==> config.mk <==
export PLATFORM = sky130hd
export DESIGN_NAME = ex_mem_stage
export DESIGN_NICKNAME = d
export VERILOG_FILES = /design/src/rtl/cpu_pkg.sv /design/src/rtl/cond_eval.sv /design/src/rtl/ex_mem_stage.sv
export SDC_FILE = /design/constraint.sdc
export NUM_CORES = 1
export LEC_CHECK = 0
export CAP_MARGIN = 20
export CORE_UTILIZATION = 44
export DETAILED_ROUTE_END_ITERATION = 10
export GPL_TIMING_DRIVEN = 0
export PLACE_DENSITY = 0.87
export RECOVER_POWER = 50
export SLEW_MARGIN = 15
export SYNTH_ARGS = -nofsm -noshare
export SYNTH_HDL_FRONTEND = slang
export SYNTH_HIERARCHICAL = 1
export SYNTH_SLANG_ARGS = --single-unit
==> constraint.sdc <==
create_clock -name clk -period 8.75 [get_ports clk]
set_clock_uncertainty 0.05 [all_clocks]
set_input_delay 1.75 -clock clk [delete_from_list [all_inputs] [get_ports clk]]
set_output_delay 1.75 -clock clk [all_outputs]
set_load 0.03 [all_outputs]
==> src/rtl/cpu_pkg.sv <==
// Shared CPU types: branch kinds, condition codes and the NZCV flag layout.
package cpu_pkg;

  typedef enum logic [2:0] {
    BR_NONE   = 3'd0,
    BR_UNCOND = 3'd1,
    BR_COND   = 3'd2,
    BR_CBZ    = 3'd3,
    BR_CBNZ   = 3'd4
  } br_kind_t;

  typedef enum logic [3:0] {
    COND_EQ = 4'b0000, COND_NE = 4'b0001,
    COND_HS = 4'b0010, COND_LO = 4'b0011,
    COND_MI = 4'b0100, COND_PL = 4'b0101,
    COND_VS = 4'b0110, COND_VC = 4'b0111,
    COND_HI = 4'b1000, COND_LS = 4'b1001,
    COND_GE = 4'b1010, COND_LT = 4'b1011,
    COND_GT = 4'b1100, COND_LE = 4'b1101,
    COND_AL = 4'b1110, COND_NV = 4'b1111
  } cond_t;

  typedef struct packed {
    logic n;
    logic z;
    logic c;
    logic v;
  } flags_t;

endpackage

==> src/rtl/cond_eval.sv <==
// Combinational ARM condition-code evaluator against a stored NZCV value.
module cond_eval
  import cpu_pkg::*;
(
  input  flags_t flags,
  input  cond_t  cond,
  output logic   taken
);

  logic       base;
  logic [3:0] code;

  assign code = cond;

  // Each even code defines a predicate; the following odd code is its inverse,
  // except the 111x pair which is always taken.
  always_comb begin
    base = 1'b0;
    case (code[3:1])
      3'b000:  base = flags.z;
      3'b001:  base = flags.c;
      3'b010:  base = flags.n;
      3'b011:  base = flags.v;
      3'b100:  base = flags.c & ~flags.z;
      3'b101:  base = (flags.n == flags.v);
      3'b110:  base = ~flags.z & (flags.n == flags.v);
      default: base = 1'b1;
    endcase
    taken = (code[3:1] == 3'b111) ? 1'b1 : (base ^ code[0]);
  end

endmodule

==> src/rtl/ex_mem_stage.sv <==
// EX/MEM pipeline register with the architectural NZCV register and branch resolution.
module ex_mem_stage
  import cpu_pkg::*;
#(
  parameter int WIDTH = 64,
  parameter int RA_W  = 5
) (
  input  logic             clk,
  input  logic             reset,
  input  logic             stall,
  input  logic             flush,
  input  logic             ex_valid,
  input  logic [WIDTH-1:0] alu_result,
  input  logic             alu_negative,
  input  logic             alu_zero,
  input  logic             alu_overflow,
  input  logic             alu_carry_out,
  input  logic             ex_set_flags,
  input  logic [2:0]       ex_br_kind,
  input  logic [3:0]       ex_cond,
  input  logic [WIDTH-1:0] ex_store_data,
  input  logic [RA_W-1:0]  ex_rd,
  input  logic             ex_reg_write,
  input  logic             ex_mem_read,
  input  logic             ex_mem_write,
  output logic             mem_valid,
  output logic [WIDTH-1:0] mem_result,
  output logic [WIDTH-1:0] mem_store_data,
  output logic [RA_W-1:0]  mem_rd,
  output logic             mem_reg_write,
  output logic             mem_mem_read,
  output logic             mem_mem_write,
  output logic             mem_branch_taken,
  output logic [3:0]       flags
);

  flags_t flag_q;
  flags_t alu_flags;
  logic   eff;
  logic   cond_taken;
  logic   br_taken;

  assign eff       = ex_valid & ~flush;
  assign alu_flags = '{n: alu_negative, z: alu_zero, c: alu_carry_out, v: alu_overflow};
  assign flags     = flag_q;

  // B.cond reads the registered flags, so a flag-setter one cycle ahead is already visible.
  cond_eval u_cond_eval (
    .flags (flag_q),
    .cond  (cond_t'(ex_cond)),
    .taken (cond_taken)
  );

  always_comb begin
    br_taken = 1'b0;
    case (br_kind_t'(ex_br_kind))
      BR_UNCOND: br_taken = 1'b1;
      BR_COND:   br_taken = cond_taken;
      BR_CBZ:    br_taken = alu_zero;
      BR_CBNZ:   br_taken = ~alu_zero;
      default:   br_taken = 1'b0;
    endcase
  end

  always_ff @(posedge clk or posedge reset) begin
    if (reset) begin
      mem_valid        <= 1'b0;
      mem_result       <= '0;
      mem_store_data   <= '0;
      mem_rd           <= '0;
      mem_reg_write    <= 1'b0;
      mem_mem_read     <= 1'b0;
      mem_mem_write    <= 1'b0;
      mem_branch_taken <= 1'b0;
      flag_q           <= '0;
    end else if (flush) begin
      mem_valid        <= 1'b0;
      mem_result       <= '0;
      mem_store_data   <= '0;
      mem_rd           <= '0;
      mem_reg_write    <= 1'b0;
      mem_mem_read     <= 1'b0;
      mem_mem_write    <= 1'b0;
      mem_branch_taken <= 1'b0;
    end else if (!stall) begin
      mem_valid        <= eff;
      mem_result       <= alu_result;
      mem_store_data   <= ex_store_data;
      mem_rd           <= ex_rd;
      mem_reg_write    <= ex_reg_write & eff;
      mem_mem_read     <= ex_mem_read & eff;
      mem_mem_write    <= ex_mem_write & eff;
      mem_branch_taken <= br_taken & eff;
      if (eff && ex_set_flags) flag_q <= alu_flags;
    end
  end

endmodule
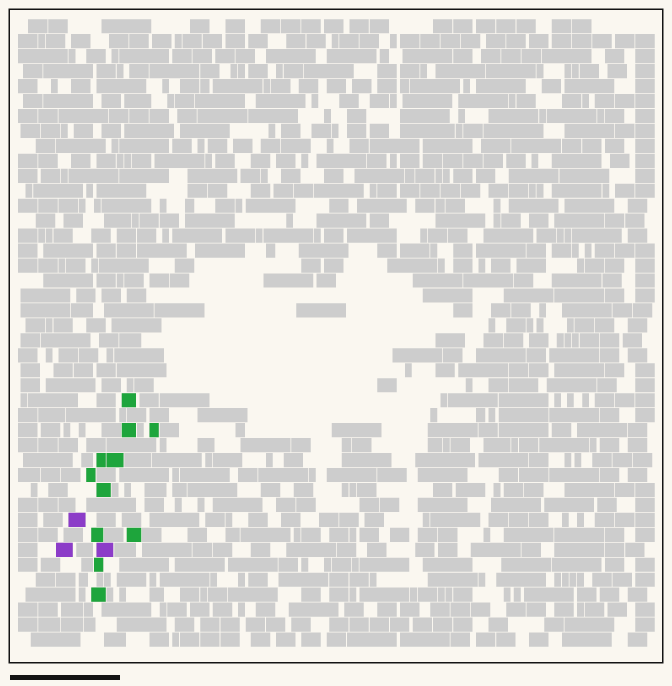
Fig. 1. Gate families picked out.
The bar under the picture is 20 um long.
colour	family	cells
purple	xor and xnor cells	3
green	aoi and oai cells	11

==> summary.txt <==
flow finished, numbers: Clock power frac 0.395, Synth Area in Adders 0, vias in the first global route 5295, drt pass-1 iters 4, # fillers 917, Critical Path Sink Type async pin, met3 routed WL 1210 um, Final Hold Fails 0, worst path bufs/invs 2, worst path required time 8.70 ns, core outline area 13200 um^2, Async SR Flop Fraction 1.00, wl on met1 6650 um, setup_tns 0 ns, actual slew at the worst max-slew pin 3.16 ns, pin count of the biggest net entering global routing 73, Net Count, Synth 634, run status finished, violations left, Final Net Count 946, H-tree depth 4, Die X 119 um, area taken by flip-flops and latches 3550 um^2, Pint 0.00133 W, crit-path cells dlygate4sd3_1 -> clkinvlp_2, Final Max Slew Viols 72, Reg power frac 0.401, # Cells Yosys 481, Power Total 0.00180 W, Vias 4831, min Tclk post-route 4.19 ns, Post-CTS Hold Buffers 0, met1 usage 0.282, synth warn 6, combinational gate area 2110 um^2, max_cap viols 1, IO buf count 292, violated checks max-capacitance violations, max-slew violations, Detail Route Antenna Nets 0, Cell Type Count 28, fin crit share 0.478, number of enable flip-flop cells 0, clock buffer depth 2, mux frac, synth 0.234, Psw 0.000479 W, AO/OA Area Share 0.0121, YS chip area 5980 um^2, drt total wl 17100 um, slowest stage delay, CP 1.78 ns, root buf cell clkbuf_16, Max Clk Rate 0.239 GHz
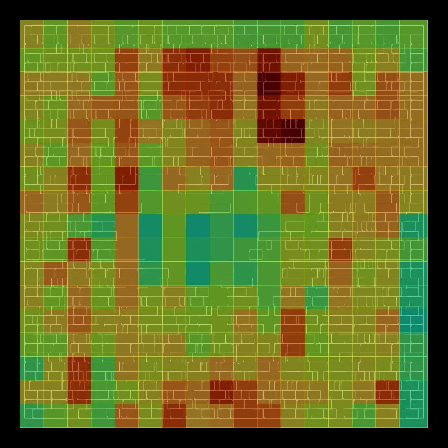
Fig. 2. Routing congestion.
Avg WL per Cell: 17.4 um
Top Usage Layer GRT: met2
GRT Total Usage: 0.252
Global Route met3 Usage: 0.0748

[final cells by class]
| cell class | count | area share |
|---|---|---|
| Sequential cell | 142 | 0.365 |
| Timing Repair Buffer | 293 | 0.303 |
| Multi-Input combinational cell | 305 | 0.217 |
| Clock buffer | 21 | 0.0494 |
| Buffer | 32 | 0.0300 |
| Tap cell | 176 | 0.0226 |
| Clock inverter | 10 | 0.0114 |
| Inverter | 2 | 0.000900 |
[worst paths after layout]
check                      slack (ns)                from  depth (start not counted)                 end
min in group asynchronous        2.66               reset                          2       mem_result[2]
max in group clk                 5.40            flags[2]                          1            flags[2]
setup / recovery                 4.56               reset                          2      mem_result[30]
setup reg to reg                 7.03            flags[3]                          7    mem_branch_taken
hold reg to reg                  0.47  mem_store_data[60]                          2  mem_store_data[60]
hold / removal                   0.47  mem_store_data[60]                          2  mem_store_data[60]
[power by group through the flow]
stage,combinational (W),clock [W],sequential [W]
5_1_grt,0.000391,0.000754,0.000727
6_report,0.000369,0.000713,0.000723
4_1_cts,0.000373,0.000723,0.000723
3_3_place_gp,0.000360,0,0.000731
2_1_floorplan,0.000109,0,0.000810
3_5_place_dp,0.000370,0,0.000734
[cells in the final DEF, fill, tap and decap left out, types with 4 or more instances in the layout]
cell	synthesis	layout
nor2_1	140	140
buf_6	5	5
dfrtp_1	142	142
a22oi_1	4	4
clkbuf_8	0	4
mux2i_1	135	135
buf_8	11	11
clkbuf_1	2	10
mux2_2	4	4
clkbuf_16	0	17
clkinv_2	0	4
buf_2	11	5
clkdlybuf4s50_1	0	290
[state kept, by name (all words and copies together), names as in the netlist]
register / flops
flags: 4
mem_reg_write: 1
mem_valid: 1
mem_rd: 5
mem_store_data: 64
mem_mem_write: 1
mem_result: 64
mem_mem_read: 1
mem_branch_taken: 1
Power is estimated from default activity; no workload was simulated.
